File: src/rtl/s_machine_pkg.sv
// Shared definitions for the S-Machine board and top level: the switch
// filter state encoding and the default debounce length.
package s_machine_pkg;

    // Debounce filter states, 2-bit encoding shared with top-level code
    typedef enum logic [1:0] {
        STABLE_LO = 2'd0,
        PEND_HI   = 2'd1,
        STABLE_HI = 2'd2,
        PEND_LO   = 2'd3
    } deb_state_e;

    // Default number of stable synchronised cycles before a new level is accepted
    localparam int DEBOUNCE_CYCLES_DEFAULT = 50000;

    // Press counter width and its saturation value
    localparam int        PRESS_W   = 8;
    localparam logic [7:0] PRESS_MAX = 8'd255;

endpackage

File: src/rtl/sync_2ff.sv
// Generic 1-bit two-flop synchroniser for asynchronous pad inputs.
// Both flops reset to 0.
module sync_2ff (
    input  logic clk,
    input  logic rst_n,
    input  logic d,
    output logic q
);

    logic sync1_r;
    logic sync2_r;

    // Two-stage metastability filter
    always_ff @(posedge clk) begin
        if (!rst_n) begin
            sync1_r <= 1'b0;
            sync2_r <= 1'b0;
        end else begin
            sync1_r <= d;
            sync2_r <= sync1_r;
        end
    end

    assign q = sync2_r;

endmodule

File: src/rtl/switch_debouncer.sv
// Board switch conditioner: synchronises the pad, filters contact bounce
// with a counter-based FSM and produces a clean level, one-cycle edge
// pulses and a saturating press counter. All outputs are registered.
module switch_debouncer
    import s_machine_pkg::*;
#(
    parameter int DEBOUNCE_CYCLES = DEBOUNCE_CYCLES_DEFAULT,
    parameter int CNT_W           = 16
) (
    input  logic         clk,
    input  logic         rst_n,
    input  logic         enable,
    input  logic         switch_raw,
    input  logic         count_clear,
    output logic         switch,
    output logic         rise_pulse,
    output logic         fall_pulse,
    output logic [7:0]   press_count
);

    localparam logic [CNT_W-1:0] CNT_LAST = CNT_W'(DEBOUNCE_CYCLES - 1);
    localparam logic [CNT_W-1:0] CNT_ONE  = CNT_W'(1);

    logic             sync_s;
    deb_state_e       state_r;
    deb_state_e       state_nxt_s;
    logic [CNT_W-1:0] cnt_r;
    logic [CNT_W-1:0] cnt_nxt_s;
    logic             rise_evt_s;
    logic             fall_evt_s;

    logic             switch_r;
    logic             rise_r;
    logic             fall_r;
    logic [7:0]       press_r;
    logic             switch_nxt_s;
    logic             rise_nxt_s;
    logic             fall_nxt_s;
    logic [7:0]       press_nxt_s;

    sync_2ff u_sync (
        .clk   (clk),
        .rst_n (rst_n),
        .d     (switch_raw),
        .q     (sync_s)
    );

    // State and debounce counter register
    always_ff @(posedge clk) begin
        if (!rst_n) begin
            state_r <= STABLE_LO;
            cnt_r   <= '0;
        end else begin
            state_r <= state_nxt_s;
            cnt_r   <= cnt_nxt_s;
        end
    end

    // Next-state logic: any disagreeing sample aborts a pending transition;
    // a disabled block holds everything
    always_comb begin
        state_nxt_s = state_r;
        cnt_nxt_s   = cnt_r;
        rise_evt_s  = 1'b0;
        fall_evt_s  = 1'b0;
        if (enable) begin
            case (state_r)
                STABLE_LO: begin
                    if (sync_s) begin
                        state_nxt_s = PEND_HI;
                        cnt_nxt_s   = '0;
                    end else begin
                        state_nxt_s = STABLE_LO;
                    end
                end
                PEND_HI: begin
                    if (!sync_s) begin
                        state_nxt_s = STABLE_LO;
                        cnt_nxt_s   = '0;
                    end else if (cnt_r == CNT_LAST) begin
                        state_nxt_s = STABLE_HI;
                        rise_evt_s  = 1'b1;
                    end else begin
                        cnt_nxt_s   = cnt_r + CNT_ONE;
                    end
                end
                STABLE_HI: begin
                    if (!sync_s) begin
                        state_nxt_s = PEND_LO;
                        cnt_nxt_s   = '0;
                    end else begin
                        state_nxt_s = STABLE_HI;
                    end
                end
                PEND_LO: begin
                    if (sync_s) begin
                        state_nxt_s = STABLE_HI;
                        cnt_nxt_s   = '0;
                    end else if (cnt_r == CNT_LAST) begin
                        state_nxt_s = STABLE_LO;
                        fall_evt_s  = 1'b1;
                    end else begin
                        cnt_nxt_s   = cnt_r + CNT_ONE;
                    end
                end
                default: begin
                    state_nxt_s = STABLE_LO;
                    cnt_nxt_s   = '0;
                end
            endcase
        end else begin
            state_nxt_s = state_r;
            cnt_nxt_s   = cnt_r;
        end
    end

    // Output next values: level follows accepted edges, clear beats a rise
    always_comb begin
        switch_nxt_s = switch_r;
        rise_nxt_s   = rise_evt_s;
        fall_nxt_s   = fall_evt_s;
        press_nxt_s  = press_r;
        if (rise_evt_s) begin
            switch_nxt_s = 1'b1;
        end else if (fall_evt_s) begin
            switch_nxt_s = 1'b0;
        end else begin
            switch_nxt_s = switch_r;
        end
        if (count_clear) begin
            press_nxt_s = 8'd0;
        end else if (rise_evt_s && (press_r != PRESS_MAX)) begin
            press_nxt_s = press_r + 8'd1;
        end else begin
            press_nxt_s = press_r;
        end
    end

    // Output registers
    always_ff @(posedge clk) begin
        if (!rst_n) begin
            switch_r <= 1'b0;
            rise_r   <= 1'b0;
            fall_r   <= 1'b0;
            press_r  <= 8'd0;
        end else begin
            switch_r <= switch_nxt_s;
            rise_r   <= rise_nxt_s;
            fall_r   <= fall_nxt_s;
            press_r  <= press_nxt_s;
        end
    end

    assign switch      = switch_r;
    assign rise_pulse  = rise_r;
    assign fall_pulse  = fall_r;
    assign press_count = press_r;

endmodule

File: config.mk
export PLATFORM = sky130hd
export DESIGN_NAME = switch_debouncer
export DESIGN_NICKNAME = d
export VERILOG_FILES = /design/src/rtl/s_machine_pkg.sv /design/src/rtl/sync_2ff.sv /design/src/rtl/switch_debouncer.sv
export SDC_FILE = /design/constraint.sdc
export NUM_CORES = 1
export LEC_CHECK = 0
export ABC_AREA = 1
export CAP_MARGIN = 20
export CORE_MARGIN = 5
export CORE_UTILIZATION = 60
export DETAILED_ROUTE_END_ITERATION = 7
export GPL_TIMING_DRIVEN = 1
export PLACE_DENSITY = 0.86
export SLEW_MARGIN = 20
export SYNTH_ARGS = -nofsm -noshare
export SYNTH_HDL_FRONTEND = slang
export SYNTH_SLANG_ARGS = --single-unit
File: constraint.sdc
create_clock -name clk -period 3.2 [get_ports clk]
set_clock_uncertainty 0.05 [all_clocks]
set_input_delay 0.48 -clock clk [delete_from_list [all_inputs] [get_ports clk]]
set_output_delay 0.48 -clock clk [all_outputs]
set_load 0.03 [all_outputs]
Power grid:
Pins as bars on the die edge.
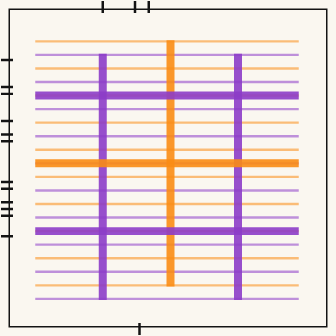
Key: VSS = purple; VDD = orange
3 straps on met5. 16 signal pins sit on the boundary. 20 met1 rails follow the rows. The core has 19 rows. 3 straps on met4.
DIE HEIGHT: 63.4 um
worst supply voltage drop on vdd: 389 uV
width of the die: 63.4 um

==> results.txt <==
run status: complete, no violations
reg-to-reg critical path endpoint: press_count[7]
power of the combinational group: 0.0421 mW
global-route usage over all layers: 19.3%
endpoint with the worst hold slack: u_sync.q
post-layout instance area: 0.00199 mm2
kind of cell adding the most delay to the critical path: buffers and inverters
proportion of layout cells with a drive suffix above 1: 9.51%
Layout Area Growth over Synthesis: 16.1%
total chip power: 0.758 mW
Worst Path Required: 2670 ps
worst hold stages: 2
clock group share of total power: 42.7%
clk latency late pin: 340 ps
cell-by-cell trace of the critical path: clkdlybuf4s50_1
full die area: 0.00402 mm2
via density per instance: 5.22
number of buffers and inverters on the critical path: 1
post-CTS setup buffer count: 0
area used by sequential logic in the layout: 621 um2
RSZ-0062 raised after global routing: no
global-route wire length before repair: 6.36 mm
total of max-cap violations: 0
Post-layout nets: 290
final wirelength: 3.51 mm
peak clock frequency supported by timing: 487 MHz
TritonCTS clock tree: built
vias in the first global route: 1556
fraction of synthesis flops using an asynchronous set or reset pin: 0%
post-placement setup slack: 1180 ps
initial core utilization: 62.6%
Synth area leader: sky130_fd_sc_hd__dfxtp_1
clock transition at the registers of the reported paths: 100 ps
# port buffers: 15
floorplan row count: 19
switching portion of total power: 22.3%
Flop pwr share: 51.7%
post-layout minimum cycle time: 2050 ps
Detail Route Antenna Nets: 0
power in the clock group: 0.324 mW
Int Pwr: 0.589 mW
critical path capture point: press_count[2]
Placement by cell class:
The bar under the picture is 20 um long.
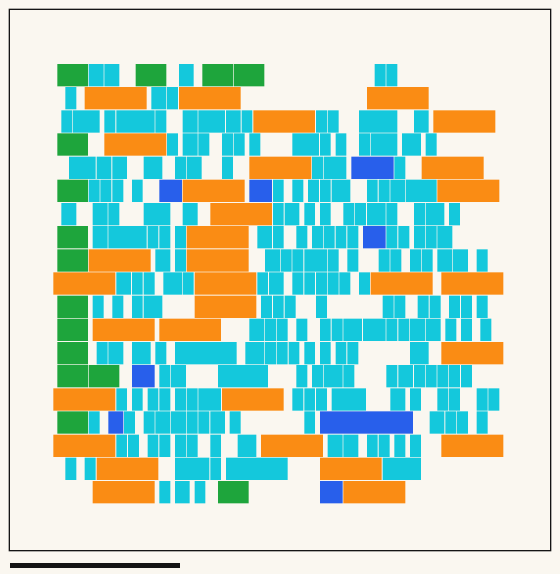
Key: clock drivers and dummy loads = blue [cells 8]; flip-flops = orange [cells 31]; all other logic = cyan [cells 230]; other buffers and delay cells = green [cells 15]

## synthesized netlist by cell type (2+ instances only)
library cell	count
sky130_fd_sc_hd__nand2_1	74
sky130_fd_sc_hd__nor2_1	46
sky130_fd_sc_hd__inv_1	32
sky130_fd_sc_hd__dfxtp_1	31
sky130_fd_sc_hd__nand3_1	20
sky130_fd_sc_hd__a21oi_1	15
sky130_fd_sc_hd__nand4_1	7
sky130_fd_sc_hd__inv_2	6
sky130_fd_sc_hd__xor2_1	5
sky130_fd_sc_hd__nand2_2	4
sky130_fd_sc_hd__o21ai_0	3
sky130_fd_sc_hd__ha_1	2
sky130_fd_sc_hd__nor2_8	2
sky130_fd_sc_hd__o21bai_1	2
## cell type report
| cell class | count | share of cell area, % |
|---|---|---|
| Inverter | 38 | 7.18 |
| Clock inverter | 2 | 1.76 |
| Clock buffer | 6 | 2.58 |
| Sequential cell | 31 | 31.2 |
| Tap cell | 31 | 1.95 |
| Multi-Input combinational cell | 192 | 47.7 |
| Timing Repair Buffer | 15 | 7.56 |
## cell families (layout without fill, tap and decap cells)
family	count (synthesis)	in the layout	synth area share, %
compound gates	22	22	7.53
flops	31	31	36.3
fa+ha+maj	2	2	1.46
simple gates	162	162	43.3
buf+inv	38	61	8.33
xor+xnor	6	6	3.07
## per-layer routing
layer | track usage [%] | part of all wire [%] | wire length, um | vias to the layer above
li1 | - | - | - | 864
met1 | 22.7 | 46 | 1630 | 736
met2 | 32.2 | 48 | 1670 | 36
met3 | 6.04 | 4.3 | 151 | 8
met4 | 7.53 | 1.7 | 58 | 0
met5 | 0 | 0 | 0 | -
## flip-flops by register name, summed over array words and instances, names as in the netlist, named ones only
signal	flops
switch	1
rise_pulse	1
press_count	8
cnt_r	16
u_sync.q	1
state_r	1
fall_pulse	1
u_sync.sync1_r	1
Power and IR drop assume default switching activity.
